## config.mk

```make
export PLATFORM = sky130hd
export DESIGN_NAME = sync_fifo_w2n_flat
export DESIGN_NICKNAME = d
export VERILOG_FILES = /design/src/rtl/sync_fifo_pkg.sv /design/src/rtl/sync_fifo_w2n_if.sv /design/src/rtl/sync_fifo_w2n_ctrl.sv /design/src/rtl/sync_fifo_w2n.sv /design/src/flat_wrapper.sv
export SDC_FILE = /design/constraint.sdc
export NUM_CORES = 1
export LEC_CHECK = 0
export CORE_AREA = 2 2 364 366
export CTS_CLUSTER_DIAMETER = 30
export DETAILED_ROUTE_END_ITERATION = 16
export DIE_AREA = 0 0 366 368
export PLACE_DENSITY_LB_ADDON = 0.05
export SKIP_CTS_REPAIR_TIMING = 1
export SYNTH_ARGS = -nofsm -noshare
export SYNTH_HDL_FRONTEND = slang
export SYNTH_SLANG_ARGS = --single-unit
```

## constraint.sdc

```tcl
create_clock -name clk -period 11.45 [get_ports clk]
set_input_delay 2.29 -clock clk [delete_from_list [all_inputs] [get_ports clk]]
set_output_delay 2.29 -clock clk [all_outputs]
set_load 0.005 [all_outputs]
```

## src/rtl/sync_fifo_pkg.sv

```systemverilog
// Shared definitions for the width-down FIFO: output-mode encodings and
// pointer/count width helpers used by the interface, top and control block.
package sync_fifo_pkg;

  localparam int OUT_COMB = 0;
  localparam int OUT_REG  = 1;

  function automatic int ptr_width(input int depth);
    return $clog2(depth);
  endfunction

  // One extra bit so a completely full FIFO (count == depth) is representable.
  function automatic int cnt_width(input int depth);
    return $clog2(depth) + 1;
  endfunction

  function automatic bit is_pow2(input int v);
    return (v > 0) && ((v & (v - 1)) == 0);
  endfunction

endpackage

```

## src/rtl/sync_fifo_w2n_if.sv

```systemverilog
// Handshake bundle for sync_fifo_w2n. Optional error flags appear when
// SYNC_FIFO_W2N_ERR_EN is defined.
interface sync_fifo_w2n_if
  import sync_fifo_pkg::*;
#(
  parameter int DATA_WIDTH_O = 64,
  parameter int RATIO        = 4,
  parameter int FIFO_DEPTH   = 16
);

  localparam int CNT_W = cnt_width(FIFO_DEPTH);

  logic                            fifo_wr;
  logic [RATIO*DATA_WIDTH_O-1:0]   fifo_din;
  logic                            fifo_full;
  logic                            fifo_afull;
  logic                            fifo_rd;
  logic [DATA_WIDTH_O-1:0]         fifo_dout;
  logic                            fifo_empty;
  logic                            fifo_aempty;
  logic [CNT_W-1:0]                fifo_cnt;
`ifdef SYNC_FIFO_W2N_ERR_EN
  logic                            fifo_ovf;
  logic                            fifo_udf;

  modport master (
    output fifo_wr, fifo_din, fifo_rd,
    input  fifo_full, fifo_afull, fifo_dout, fifo_empty, fifo_aempty, fifo_cnt,
    input  fifo_ovf, fifo_udf
  );

  modport slave (
    input  fifo_wr, fifo_din, fifo_rd,
    output fifo_full, fifo_afull, fifo_dout, fifo_empty, fifo_aempty, fifo_cnt,
    output fifo_ovf, fifo_udf
  );
`else
  modport master (
    output fifo_wr, fifo_din, fifo_rd,
    input  fifo_full, fifo_afull, fifo_dout, fifo_empty, fifo_aempty, fifo_cnt
  );

  modport slave (
    input  fifo_wr, fifo_din, fifo_rd,
    output fifo_full, fifo_afull, fifo_dout, fifo_empty, fifo_aempty, fifo_cnt
  );
`endif

endinterface

```

## src/rtl/sync_fifo_w2n_ctrl.sv

```systemverilog
// Pointer, occupancy and flag logic for sync_fifo_w2n. Sticky overflow/underflow
// flags exist only when SYNC_FIFO_W2N_ERR_EN is defined.
module sync_fifo_w2n_ctrl
  import sync_fifo_pkg::*;
#(
  parameter int RATIO      = 4,
  parameter int FIFO_DEPTH = 16,
  parameter int AFULL_TH   = 12,
  parameter int AEMPTY_TH  = 2,
  localparam int ADDR_W    = ptr_width(FIFO_DEPTH),
  localparam int CNT_W     = cnt_width(FIFO_DEPTH)
) (
  input  logic              clk,
  input  logic              rst,
  input  logic              fifo_wr,
  input  logic              fifo_rd,
  output logic [ADDR_W-1:0] wr_ptr,
  output logic [ADDR_W-1:0] rd_ptr,
  output logic              wr_acc,
  output logic              rd_acc,
  output logic [CNT_W-1:0]  fifo_cnt,
  output logic              fifo_full,
  output logic              fifo_afull,
  output logic              fifo_empty,
  output logic              fifo_aempty
`ifdef SYNC_FIFO_W2N_ERR_EN
  ,
  output logic              fifo_ovf,
  output logic              fifo_udf
`endif
);

  logic [CNT_W-1:0] cnt_next;

  // Flags look only at the registered count, so a same-cycle read never
  // frees room for a write and a same-cycle write never feeds a read.
  assign fifo_full   = (fifo_cnt >  CNT_W'(FIFO_DEPTH - RATIO));
  assign fifo_empty  = (fifo_cnt == '0);
  assign fifo_afull  = (fifo_cnt >= CNT_W'(AFULL_TH));
  assign fifo_aempty = (fifo_cnt <= CNT_W'(AEMPTY_TH));

  assign wr_acc = fifo_wr & ~fifo_full;
  assign rd_acc = fifo_rd & ~fifo_empty;

  assign cnt_next = fifo_cnt
                  + (wr_acc ? CNT_W'(RATIO) : '0)
                  - (rd_acc ? CNT_W'(1)     : '0);

  always_ff @(posedge clk) begin
    if (rst) begin
      wr_ptr   <= '0;
      rd_ptr   <= '0;
      fifo_cnt <= '0;
    end else begin
      if (wr_acc) wr_ptr <= wr_ptr + ADDR_W'(RATIO);
      if (rd_acc) rd_ptr <= rd_ptr + ADDR_W'(1);
      fifo_cnt <= cnt_next;
    end
  end

`ifdef SYNC_FIFO_W2N_ERR_EN
  always_ff @(posedge clk) begin
    if (rst) begin
      fifo_ovf <= 1'b0;
      fifo_udf <= 1'b0;
    end else begin
      if (fifo_wr & fifo_full)  fifo_ovf <= 1'b1;
      if (fifo_rd & fifo_empty) fifo_udf <= 1'b1;
    end
  end
`endif

endmodule

```

## src/rtl/sync_fifo_w2n.sv

```systemverilog
// Width-down synchronous FIFO: RATIO lanes in per write, one lane out per read,
// lane 0 first. Define SYNC_FIFO_W2N_ERR_EN for sticky overflow/underflow flags.
module sync_fifo_w2n
  import sync_fifo_pkg::*;
#(
  parameter int DATA_WIDTH_O = 64,
  parameter int RATIO        = 4,
  parameter int FIFO_DEPTH   = 16,
  parameter int OUTPUT_MODE  = OUT_COMB,
  parameter int AFULL_TH     = 12,
  parameter int AEMPTY_TH    = 2
) (
  input  logic          clk,
  input  logic          rst,
  sync_fifo_w2n_if.slave bus
);

  localparam int ADDR_W = ptr_width(FIFO_DEPTH);

  if (!is_pow2(RATIO) || RATIO < 2 || !is_pow2(FIFO_DEPTH) ||
      (FIFO_DEPTH % RATIO) != 0 || FIFO_DEPTH < 2 * RATIO) begin : g_bad_cfg
    $error("sync_fifo_w2n: RATIO and FIFO_DEPTH must be powers of 2, RATIO >= 2, FIFO_DEPTH a multiple of RATIO and >= 2*RATIO");
  end

  logic [ADDR_W-1:0]       wr_ptr;
  logic [ADDR_W-1:0]       rd_ptr;
  logic                    wr_acc;
  logic                    rd_acc;
  logic [DATA_WIDTH_O-1:0] mem [FIFO_DEPTH];
  logic [DATA_WIDTH_O-1:0] dout_p1;

  sync_fifo_w2n_ctrl #(
    .RATIO      (RATIO),
    .FIFO_DEPTH (FIFO_DEPTH),
    .AFULL_TH   (AFULL_TH),
    .AEMPTY_TH  (AEMPTY_TH)
  ) u_ctrl (
    .clk         (clk),
    .rst         (rst),
    .fifo_wr     (bus.fifo_wr),
    .fifo_rd     (bus.fifo_rd),
    .wr_ptr      (wr_ptr),
    .rd_ptr      (rd_ptr),
    .wr_acc      (wr_acc),
    .rd_acc      (rd_acc),
    .fifo_cnt    (bus.fifo_cnt),
    .fifo_full   (bus.fifo_full),
    .fifo_afull  (bus.fifo_afull),
    .fifo_empty  (bus.fifo_empty),
    .fifo_aempty (bus.fifo_aempty)
`ifdef SYNC_FIFO_W2N_ERR_EN
    ,
    .fifo_ovf    (bus.fifo_ovf),
    .fifo_udf    (bus.fifo_udf)
`endif
  );

  // wr_ptr is RATIO-aligned, so the lanes of one write never straddle the wrap.
  always_ff @(posedge clk) begin
    if (wr_acc) begin
      for (int k = 0; k < RATIO; k++) begin
        mem[wr_ptr + ADDR_W'(k)] <= bus.fifo_din[k*DATA_WIDTH_O +: DATA_WIDTH_O];
      end
    end
  end

  // Registered read stage: head slice captured on an accepted read
  always_ff @(posedge clk) begin
    if (rst) begin
      dout_p1 <= '0;
    end else if (rd_acc) begin
      dout_p1 <= mem[rd_ptr];
    end
  end

  assign bus.fifo_dout = (OUTPUT_MODE == OUT_REG) ? dout_p1 : mem[rd_ptr];

endmodule

```

## src/flat_wrapper.sv

```systemverilog
// flat-port wrapper written by rule: the top's interface ports become plain ports
module sync_fifo_w2n_flat import sync_fifo_pkg::*;
#(
  parameter int DATA_WIDTH_O = 64,
  parameter int RATIO        = 4,
  parameter int FIFO_DEPTH   = 16,
  parameter int OUTPUT_MODE  = OUT_COMB,
  parameter int AFULL_TH     = 12,
  parameter int AEMPTY_TH    = 2
)
  (clk, rst, bus_fifo_wr, bus_fifo_din, bus_fifo_rd, bus_fifo_full, bus_fifo_afull, bus_fifo_dout, bus_fifo_empty, bus_fifo_aempty, bus_fifo_cnt);
  sync_fifo_w2n_if #(.DATA_WIDTH_O(DATA_WIDTH_O), .RATIO(RATIO), .FIFO_DEPTH(FIFO_DEPTH)) bus_i ();
  input  logic clk;
  input  logic rst;
  input wire logic [$bits(bus_i.fifo_wr)-1:0] bus_fifo_wr;
  input wire logic [$bits(bus_i.fifo_din)-1:0] bus_fifo_din;
  input wire logic [$bits(bus_i.fifo_rd)-1:0] bus_fifo_rd;
  output wire logic [$bits(bus_i.fifo_full)-1:0] bus_fifo_full;
  output wire logic [$bits(bus_i.fifo_afull)-1:0] bus_fifo_afull;
  output wire logic [$bits(bus_i.fifo_dout)-1:0] bus_fifo_dout;
  output wire logic [$bits(bus_i.fifo_empty)-1:0] bus_fifo_empty;
  output wire logic [$bits(bus_i.fifo_aempty)-1:0] bus_fifo_aempty;
  output wire logic [$bits(bus_i.fifo_cnt)-1:0] bus_fifo_cnt;
  assign bus_i.fifo_wr = bus_fifo_wr;
  assign bus_i.fifo_din = bus_fifo_din;
  assign bus_i.fifo_rd = bus_fifo_rd;
  assign bus_fifo_full = bus_i.fifo_full;
  assign bus_fifo_afull = bus_i.fifo_afull;
  assign bus_fifo_dout = bus_i.fifo_dout;
  assign bus_fifo_empty = bus_i.fifo_empty;
  assign bus_fifo_aempty = bus_i.fifo_aempty;
  assign bus_fifo_cnt = bus_i.fifo_cnt;
  sync_fifo_w2n #(.DATA_WIDTH_O(DATA_WIDTH_O), .RATIO(RATIO), .FIFO_DEPTH(FIFO_DEPTH), .OUTPUT_MODE(OUTPUT_MODE), .AFULL_TH(AFULL_TH), .AEMPTY_TH(AEMPTY_TH)) u_core (.clk(clk), .rst(rst), .bus(bus_i));
endmodule
```

**Routed metal per tile**

The die is cut into 37 by 37 equal tiles; dark blue is low, red is high, scaled to the fullest tile. Values are wire area over tile area, all layers added.
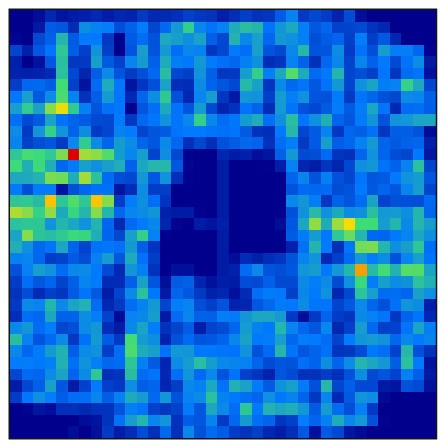
emptiest ninth of the die: middle
tiles over half the peak: 2.7%
nearly empty tiles: 9.9%
detailed-route wire length: 96,650 µm
aggregate global-route resource usage: 0.1440
routed wirelength normalized by instance count: 23.46 µm

**Routed clock nets over the placement**

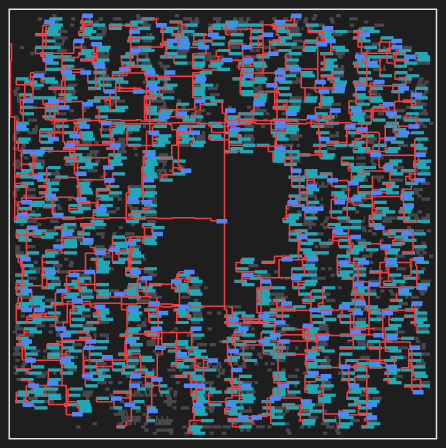
legend:
  blue:
    item: clock drivers
    count: 239
  red:
    item: clock wires
    length: 15,400 µm
  cyan:
    item: flip-flops
    count: 1,039
routed clock nets: 240
worst clock skew: 0.05515 ns
part of the total power dissipated in the clock network: 0.490
clock latency reported for the late side of the worst-skew pair: 0.81 ns

**Sequential cells colored by netlist name**

The bar under the picture is 100 µm long. Other sequential cells in the stronger gray, the rest of the logic in the fainter gray.
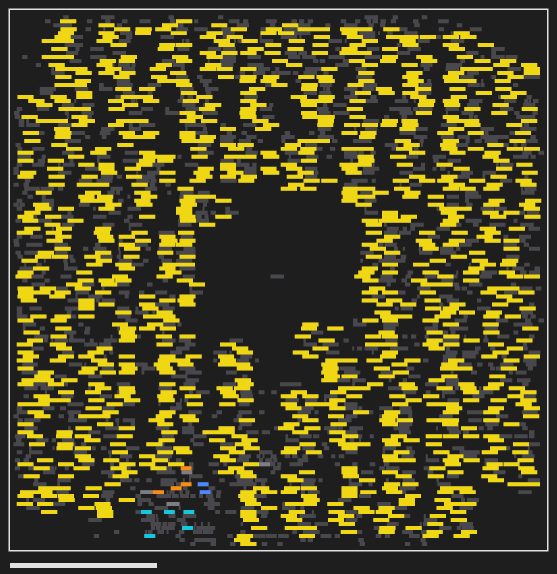
legend:
  orange:
    name_in_the_netlist: `u_core.u_ctrl.rd_ptr`
    flops: 4
  blue:
    name_in_the_netlist: `u_core.u_ctrl.wr_ptr`
    flops: 2
  yellow:
    name_in_the_netlist: `u_core.mem`
    flops: 1,024
    where: spread over the die
  cyan:
    name_in_the_netlist: `u_core.u_ctrl.fifo_cnt`
    flops: 5
not colored: 4
register share of the cell area: 0.5899
Power Sequential: 4.83 mW
area occupied by registers: 31,060 µm²
core occupancy in the finished layout: 0.4025

**Cell outlines without signal wires**

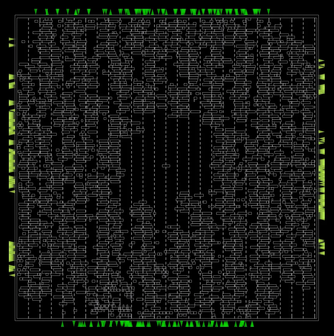
Core Area: 130,800 µm²
filler instances: 11,710
final sequential cell count: 1,039

==> run_summary.xml <==
<?xml version="1.0" encoding="UTF-8"?>
<metrics>
  <group name="run_status">
    <metric name="outcome" unit="">finished clean</metric>
  </group>
  <group name="yosys">
    <metric name="post_synth_num_cell_types" unit="">28</metric>
    <metric name="synthFlopType" unit="">edfxtp_1</metric>
    <metric name="top_cell" unit="">edfxtp_1</metric>
    <metric name="synth.comb.largest_family" unit="">multiplexers</metric>
  </group>
  <group name="job">
    <metric name="max_cap_viol_count" unit="">0</metric>
  </group>
  <group name="final_timing">
    <metric name="report.final.hold_viol_count" unit="">0</metric>
    <metric name="fmax" unit="MHz">149.1</metric>
    <metric name="slew-limit-headroom" unit="">0.3083</metric>
  </group>
  <group name="placement">
    <metric name="detailedPlace.worstSlack" unit="ns">5.484</metric>
  </group>
  <group name="global_routing">
    <metric name="antenna_found_initial" unit="">22</metric>
    <metric name="largest_net_degree_at_the_start_of_global_routing" unit="">133</metric>
  </group>
  <group name="floorplanning">
    <metric name="floorplanUtilization" unit="">0.2978</metric>
    <metric name="total_die_area" unit="µm²">134700</metric>
  </group>
  <group name="drt">
    <metric name="wl_met3" unit="µm">6440</metric>
    <metric name="initialDrtViolationCount" unit="">1062</metric>
    <metric name="wirelength_met1" unit="µm">39350</metric>
    <metric name="route.detailed.vias_per_inst" unit="">4.576</metric>
  </group>
  <group name="hold_path">
    <metric name="min_from" unit="">u_core.u_ctrl.rd_ptr[2]</metric>
  </group>
  <group name="pwr">
    <metric name="top_power_group" unit="">clock</metric>
    <metric name="fin_total_pwr" unit="mW">13.83</metric>
    <metric name="irDropWorstVdd" unit="mV">0.1690</metric>
  </group>
  <group name="setup_path">
    <metric name="largest_fanout_on_the_critical_path" unit="">66</metric>
    <metric name="critical_path_arrival" unit="ns">4.41</metric>
  </group>
  <group name="clock_tree">
    <metric name="cts_tree" unit="">yes</metric>
  </group>
</metrics>
layout make-up:
| class | instances | area [µm²] |
|---|---|---|
| fillers | 11710 | 78150 |
| flip-flops and latches | 1039 | 31060 |
| multi-input cells | 504 | 7438 |
| clock buffers | 253 | 6033 |
| repair buffers | 356 | 3591 |
| clock inverters | 197 | 2280 |
| well taps | 1755 | 2196 |
| inverters | 13 | 48.80 |
| diodes | 3 | 7.507 |
how the worst max path moves through the flow:
stage | start | to | slack, ns | cells after the start
6_report | flop | bus_fifo_dout[30] | 4.75 | 6
5_1_grt | flop | bus_fifo_dout[33] | 4.52 | 6
4_1_cts | flop | bus_fifo_dout[30] | 4.58 | 6
3_5_place_dp | flop | bus_fifo_dout[30] | 5.48 | 6
3_3_place_gp | flop | bus_fifo_dout[30] | 5.49 | 6
2_1_floorplan | bus_fifo_wr | u_core.mem[0][0] | 2.42 | 2
cells in the final DEF, fill, tap and decap left out, drive strengths merged:
cell,netlist,routed
a21o,1,1
a21oi,1,1
a22oi,128,128
and2,5,5
and3,1,1
buf,47,24
bufinv,0,32
clkbuf,38,253
clkdlybuf4s50,0,332
clkinv,0,123
clkinvlp,0,35
dfxtp,15,15
diode,0,3
edfxtp,1024,1024
fa,1,1
ha,12,12
inv,13,20
mux2i,2,2
mux4,256,256
nand2,66,66
nor2,13,13
nor2b,3,3
nor3b,1,1
o211a,2,2
o211ai,2,2
o21ai,3,3
or4,1,1
xnor2,2,2
xor2,4,4
critical path, cell delays in order (launching register included):
cell             delay [ns]
dfxtp_4                0.66
buf_4                  0.68
buf_4                  0.88
mux4_2                 0.41
a22oi_1                0.21
nand2_1                0.17
clkdlybuf4s50_1        0.48
per-layer routing:
layer,global-route usage,vias to the layer above
met5,0,-
met4,0.05239,38
met3,0.05066,209
met2,0.2400,529
met1,0.1721,9892
li1,-,8186
No activity file was given, so power comes from the tool's default toggle rates.
